$ cat src/rtl/mux_sel_rr_arbiter_pkg.sv
`timescale 1ns/1ps
`default_nettype none
// ============================================================================
// Module   : mux_sel_pkg
// Brief    : Shared types and helpers for the mux select round-robin arbiter:
//            default select width, FSM state enum and a one-hot decoder.
// Revision : 1.0 - initial release
// ============================================================================
package mux_sel_pkg;

   localparam int C_N_DEFAULT = 2;
   // Widest select supported by the one-hot helper below.
   localparam int C_MAX_N     = 8;
   localparam int C_ONEHOT_W  = 1 << C_MAX_N;

   typedef enum logic [0:0] {
      IDLE  = 1'b0,
      GRANT = 1'b1
   } sel_state_t;

   // Decode an index into a one-hot vector; callers truncate to their width.
   function automatic logic [C_ONEHOT_W-1:0] onehot(input logic [C_MAX_N-1:0] idx);
      logic [C_ONEHOT_W-1:0] v;
      v      = '0;
      v[idx] = 1'b1;
      return v;
   endfunction

endpackage
`default_nettype wire

$ cat src/rtl/mux_sel_rr_arbiter_rr_pick.sv
`timescale 1ns/1ps
`default_nettype none
// ============================================================================
// Module   : rr_pick
// Brief    : Combinational round-robin winner search. The request vector is
//            rotated so that index ptr+1 sits at bit 0, priority encoded from
//            bit 0 upward, and the offset added back modulo 2**N.
// Revision : 1.0 - initial release
// ============================================================================
module rr_pick
   import mux_sel_pkg::*;
#(
   parameter int N = C_N_DEFAULT
) (
   input  logic [(1<<N)-1:0] req,
   input  logic [N-1:0]      ptr,
   output logic              any,
   output logic [N-1:0]      win
);

   localparam int X = 1 << N;

   logic [N-1:0] w_start;
   logic [X-1:0] w_rot;
   logic [N-1:0] w_off;

   // Search starts just after the last accepted grant; N-bit add wraps naturally.
   assign w_start = ptr + N'(1);

   // Rotate right so the highest-priority requester lands on bit 0.
   always_comb begin
      w_rot = '0;
      for (int j = 0; j < X; j++) begin
         w_rot[j] = req[N'(w_start + N'(j))];
      end
   end

   // Priority encode: lowest set bit of the rotated vector wins.
   always_comb begin
      w_off = '0;
      for (int j = X - 1; j >= 0; j--) begin
         if (w_rot[j]) begin
            w_off = N'(j);
         end
      end
   end

   assign any = |req;
   assign win = w_start + w_off;

endmodule
`default_nettype wire

$ cat src/rtl/mux_sel_rr_arbiter.sv
`timescale 1ns/1ps
`default_nettype none
// ============================================================================
// Module   : mux_sel_rr_arbiter
// Brief    : Round-robin select-line generator for an N:1 mux. Drives a
//            registered select with a valid/ready handshake; each handshake
//            completes one grant and moves the rotating pointer past the
//            winner. Back-to-back grants sustain one grant per cycle.
// Config   : SEL_LOCK_EN - adds a lock input that re-grants the current
//            index on handshake while its request remains asserted.
// Revision : 1.0 - initial release
// ============================================================================
module mux_sel_rr_arbiter
   import mux_sel_pkg::*;
#(
   parameter int N     = C_N_DEFAULT,
   parameter int CNT_W = 16
) (
   input  logic                 clk,
   input  logic                 rst_n,
   input  logic [(1<<N)-1:0]    req,
   input  logic                 sel_ready,
`ifdef SEL_LOCK_EN
   input  logic                 lock,
`endif
   output logic [N-1:0]         s_line,
   output logic                 sel_valid,
   output logic [(1<<N)-1:0]    gnt_onehot,
   output logic [CNT_W-1:0]     grant_cnt
);

   localparam int X = 1 << N;

   sel_state_t       r_state;
   logic [N-1:0]     r_ptr;
   logic [N-1:0]     r_s_line;
   logic             r_sel_valid;
   logic [X-1:0]     r_gnt_onehot;
   logic [CNT_W-1:0] r_grant_cnt;

   logic [N-1:0]     w_pick_ptr;
   logic             w_any;
   logic [N-1:0]     w_win;
   logic             w_hold;
   logic [N-1:0]     w_next;

   // While granting, the follow-on search is relative to the grant being
   // accepted now, since that index becomes the new pointer on this edge.
   assign w_pick_ptr = (r_state == GRANT) ? r_s_line : r_ptr;

   rr_pick #(
      .N   (N)
   ) u_rr_pick (
      .req (req),
      .ptr (w_pick_ptr),
      .any (w_any),
      .win (w_win)
   );

`ifdef SEL_LOCK_EN
   // Burst hold: keep the same index only while it is still requesting.
   assign w_hold = lock & req[r_s_line];
`else
   assign w_hold = 1'b0;
`endif

   assign w_next = w_hold ? r_s_line : w_win;

   // Grant FSM with all outputs registered; a live grant is never withdrawn.
   always_ff @(posedge clk or negedge rst_n) begin
      if (!rst_n) begin
         r_state      <= IDLE;
         r_ptr        <= N'(X - 1);
         r_s_line     <= '0;
         r_sel_valid  <= 1'b0;
         r_gnt_onehot <= '0;
         r_grant_cnt  <= '0;
      end else begin
         case (r_state)
            IDLE: begin
               if (w_any) begin
                  r_s_line     <= w_win;
                  r_sel_valid  <= 1'b1;
                  r_gnt_onehot <= X'(onehot(C_MAX_N'(w_win)));
                  r_state      <= GRANT;
               end
            end
            GRANT: begin
               if (sel_ready) begin
                  r_grant_cnt <= r_grant_cnt + CNT_W'(1);
                  if (!w_hold) begin
                     r_ptr <= r_s_line;
                  end
                  if (w_any) begin
                     r_s_line     <= w_next;
                     r_gnt_onehot <= X'(onehot(C_MAX_N'(w_next)));
                  end else begin
                     r_sel_valid  <= 1'b0;
                     r_gnt_onehot <= '0;
                     r_state      <= IDLE;
                  end
               end
            end
            default: begin
               r_state      <= IDLE;
               r_sel_valid  <= 1'b0;
               r_gnt_onehot <= '0;
            end
         endcase
      end
   end

   assign s_line     = r_s_line;
   assign sel_valid  = r_sel_valid;
   assign gnt_onehot = r_gnt_onehot;
   assign grant_cnt  = r_grant_cnt;

endmodule
`default_nettype wire

$ cat config.mk
export PLATFORM = sky130hd
export DESIGN_NAME = mux_sel_rr_arbiter
export DESIGN_NICKNAME = d
export VERILOG_FILES = /design/src/rtl/mux_sel_rr_arbiter_pkg.sv /design/src/rtl/mux_sel_rr_arbiter_rr_pick.sv /design/src/rtl/mux_sel_rr_arbiter.sv
export SDC_FILE = /design/constraint.sdc
export NUM_CORES = 1
export LEC_CHECK = 0
export ABC_AREA = 1
export CORE_MARGIN = 2
export CORE_UTILIZATION = 45
export CTS_CLUSTER_DIAMETER = 60
export DETAILED_ROUTE_END_ITERATION = 7
export PLACE_DENSITY = 0.71
export SYNTH_ARGS = -nofsm -noshare
export SYNTH_HDL_FRONTEND = slang
export SYNTH_SLANG_ARGS = --single-unit
$ cat constraint.sdc
create_clock -name clk -period 2.2 [get_ports clk]
set_input_delay 0.22 -clock clk [delete_from_list [all_inputs] [get_ports clk]]
set_output_delay 0.22 -clock clk [all_outputs]
set_load 0.01 [all_outputs]
==> images/layer_met1.png <==
Cells faint in the background.
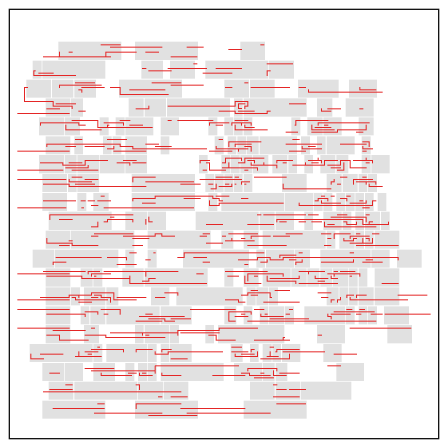
main direction: horizontal
wire length on this layer: 1430 um
share of all routed wire: 46%

==> images/layer_met2.png <==
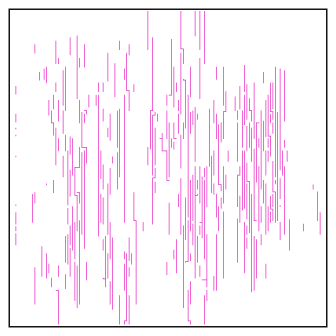
wire length on this layer: 1620 um
longest straight run: 27.5 um
share of all routed wire: 51%
main direction: vertical

==> images/layer_met3.png <==
Cells faint in the background.
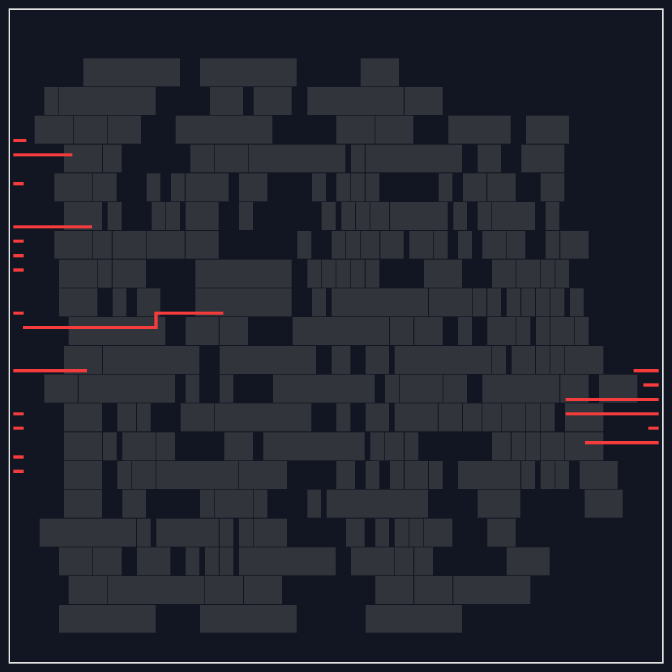
share of all routed wire: 2.4%
main direction: horizontal
nets with wire on the layer: 19

==> impl_results.rst <==
Implementation results
======================

.. list-table::
   :header-rows: 1

   * - Metric
     - Value
   * - Share of the core filled with cells in the final layout
     - 0.6472
   * - Clock transition at the registers of the reported paths
     - roughly 140 ps
   * - Number of resized instances in the post-cts repair step
     - 0
   * - Core Box Area
     - between 3000 and 4000 sq um
   * - Count of input and output buffers
     - 29
   * - Outcome
     - finished, final reports clean
   * - Total wirelength of the detailed-routed design
     - approximately 3100 um
   * - Pins over their slew limit
     - 0
   * - Final Hold Vio Count
     - 0
   * - Share of cells above drive strength 1
     - 0.2409
   * - Library cell occupying the most area in the post-synthesis netlist
     - sky130_fd_sc_hd__dfrtp_1
   * - Quantity of hold-fixing buffers added after cts
     - 0
   * - Reported combinational group power
     - approximately 1.3 mW
   * - Power density over the cells
     - between 1000 and 1500 nW/um^2
   * - Number of sequential cells
     - 26
   * - Summed standard-cell area reported by yosys
     - around 1500 sq um
   * - Area post-placement
     - 1852 sq um
   * - Pint
     - 1.298 mW
   * - Complex Gates by Area
     - 0.02427
   * - Worst min path class
     - primary input to asynchronous set/reset pin
   * - Met1 track demand over resource in global routing
     - 0.2420
   * - Final net count
     - about 230
   * - Nature of the critical path endpoint
     - flip-flop
   * - Sequence of cells on the critical path
     - inv_2 > nand2_2 > nand2_4 > nand2_2 > nand2_2 > nand2_1 > nand2_1 > a31oi_1 > nor2_2 > ha_2 > xor2_2 > inv_1 > nand2_2 > nand2_2 > nand2_1 > nand2_1
   * - Dominant register cell in the synthesized netlist
     - sky130_fd_sc_hd__dfrtp_1
   * - Capture point of the worst path
     - gnt_onehot[2]
   * - Overall via count from detail_route
     - approximately 1200
   * - Max FFs per register
     - 16
   * - CP Data Arrival Time
     - 2330 ps
   * - Inverters, non-clock
     - 20
   * - Number of rows created at floorplan
     - 20
   * - Kind of start point of the critical path
     - flip-flop
   * - First-pass GRT wire length
     - about 5400 um
   * - Yosys stat cell total
     - approximately 180
   * - Drc violations
     - 0
   * - Combinational share of cell area
     - 0.4100
   * - ANT cells
     - 0
   * - Final routed wire length divided by cell count
     - 11.90 um
   * - Xor/xnor share of the synthesized area
     - 0.09372
   * - Top routing layer used
     - met4
   * - Met2 WL
     - about 1600 um
   * - Residual antenna-violating net count after detailed routing
     - 0
   * - Reported leakage power
     - 1.006 nW
   * - Post-Route Setup TNS
     - 0 ps
   * - Nets at Floorplan
     - 188
   * - Number of tapcells
     - 44
   * - Warning total across the stage logs
     - 27
   * - Count of max-cap constraint violations
     - 0
   * - Mux share
     - 0
   * - Highest cell delay on the worst timing path
     - about 630 ps
   * - Placed Instances
     - approximately 250
   * - Grt met3 use
     - 0.01681
   * - Count of plain and timing-repair buffers
     - 38
   * - Power attributed to sequential cells
     - 755 uW
   * - Top cells by area
     - sky130_fd_sc_hd__dfrtp_1 (40%), sky130_fd_sc_hd__nand2_1 (16%), sky130_fd_sc_hd__xor2_1 (5.9%)
   * - Met2 demand-to-capacity share in global routing
     - 0.3293
   * - TritonCTS sink count
     - 26
   * - Clock tree buffer count of the final layout
     - 4
   * - Overall chip area
     - around 3800 sq um
   * - Library cell contributing the largest single delay on the critical path
     - sky130_fd_sc_hd__dfstp_2
   * - Terminus of the critical flop-to-flop path
     - gnt_onehot[2]
   * - Most frequent cell after synthesis
     - sky130_fd_sc_hd__nand2_1
   * - Area growth syn-to-layout
     - 34.31%
   * - Area of the mapped netlist
     - ~1500 sq um
   * - Portion of the layout cell area used by non-clock buffers
     - 0.1801
   * - Fin crit share
     - 0.9581
   * - Yosys warning tally
     - 0
   * - Design Power
     - about 2.3 mW
   * - Transition at the pin with the smallest max-transition slack
     - around 320 ps
   * - Seq area share
     - 0.3259
   * - Clock Path Buffers
     - 2
   * - Mean area per synthesized cell
     - 8.353 sq um
   * - Post-synth tally of flip-flops with integrated enable
     - 0
   * - I/O pin total
     - 30
   * - Total overflow reported by the global router
     - 0
   * - Final instance count without filler cells
     - 264
   * - Minimum setup slack in the final design
     - 92.26 ps
   * - Crit path time final
     - approximately 2100 ps
   * - Synth top cells by count
     - sky130_fd_sc_hd__nand2_1 (64), sky130_fd_sc_hd__dfrtp_1 (24), sky130_fd_sc_hd__inv_1 (19)
   * - Power Clock
     - 206 uW
   * - Iteration-0 DRC Markers
     - 39
   * - Number of cell instances on the worst register-to-register path
     - 16
   * - Top delay family on crit path
     - simple AND/OR/NAND/NOR gates
   * - CP Depth
     - 16
Power and IR drop assume default switching activity.
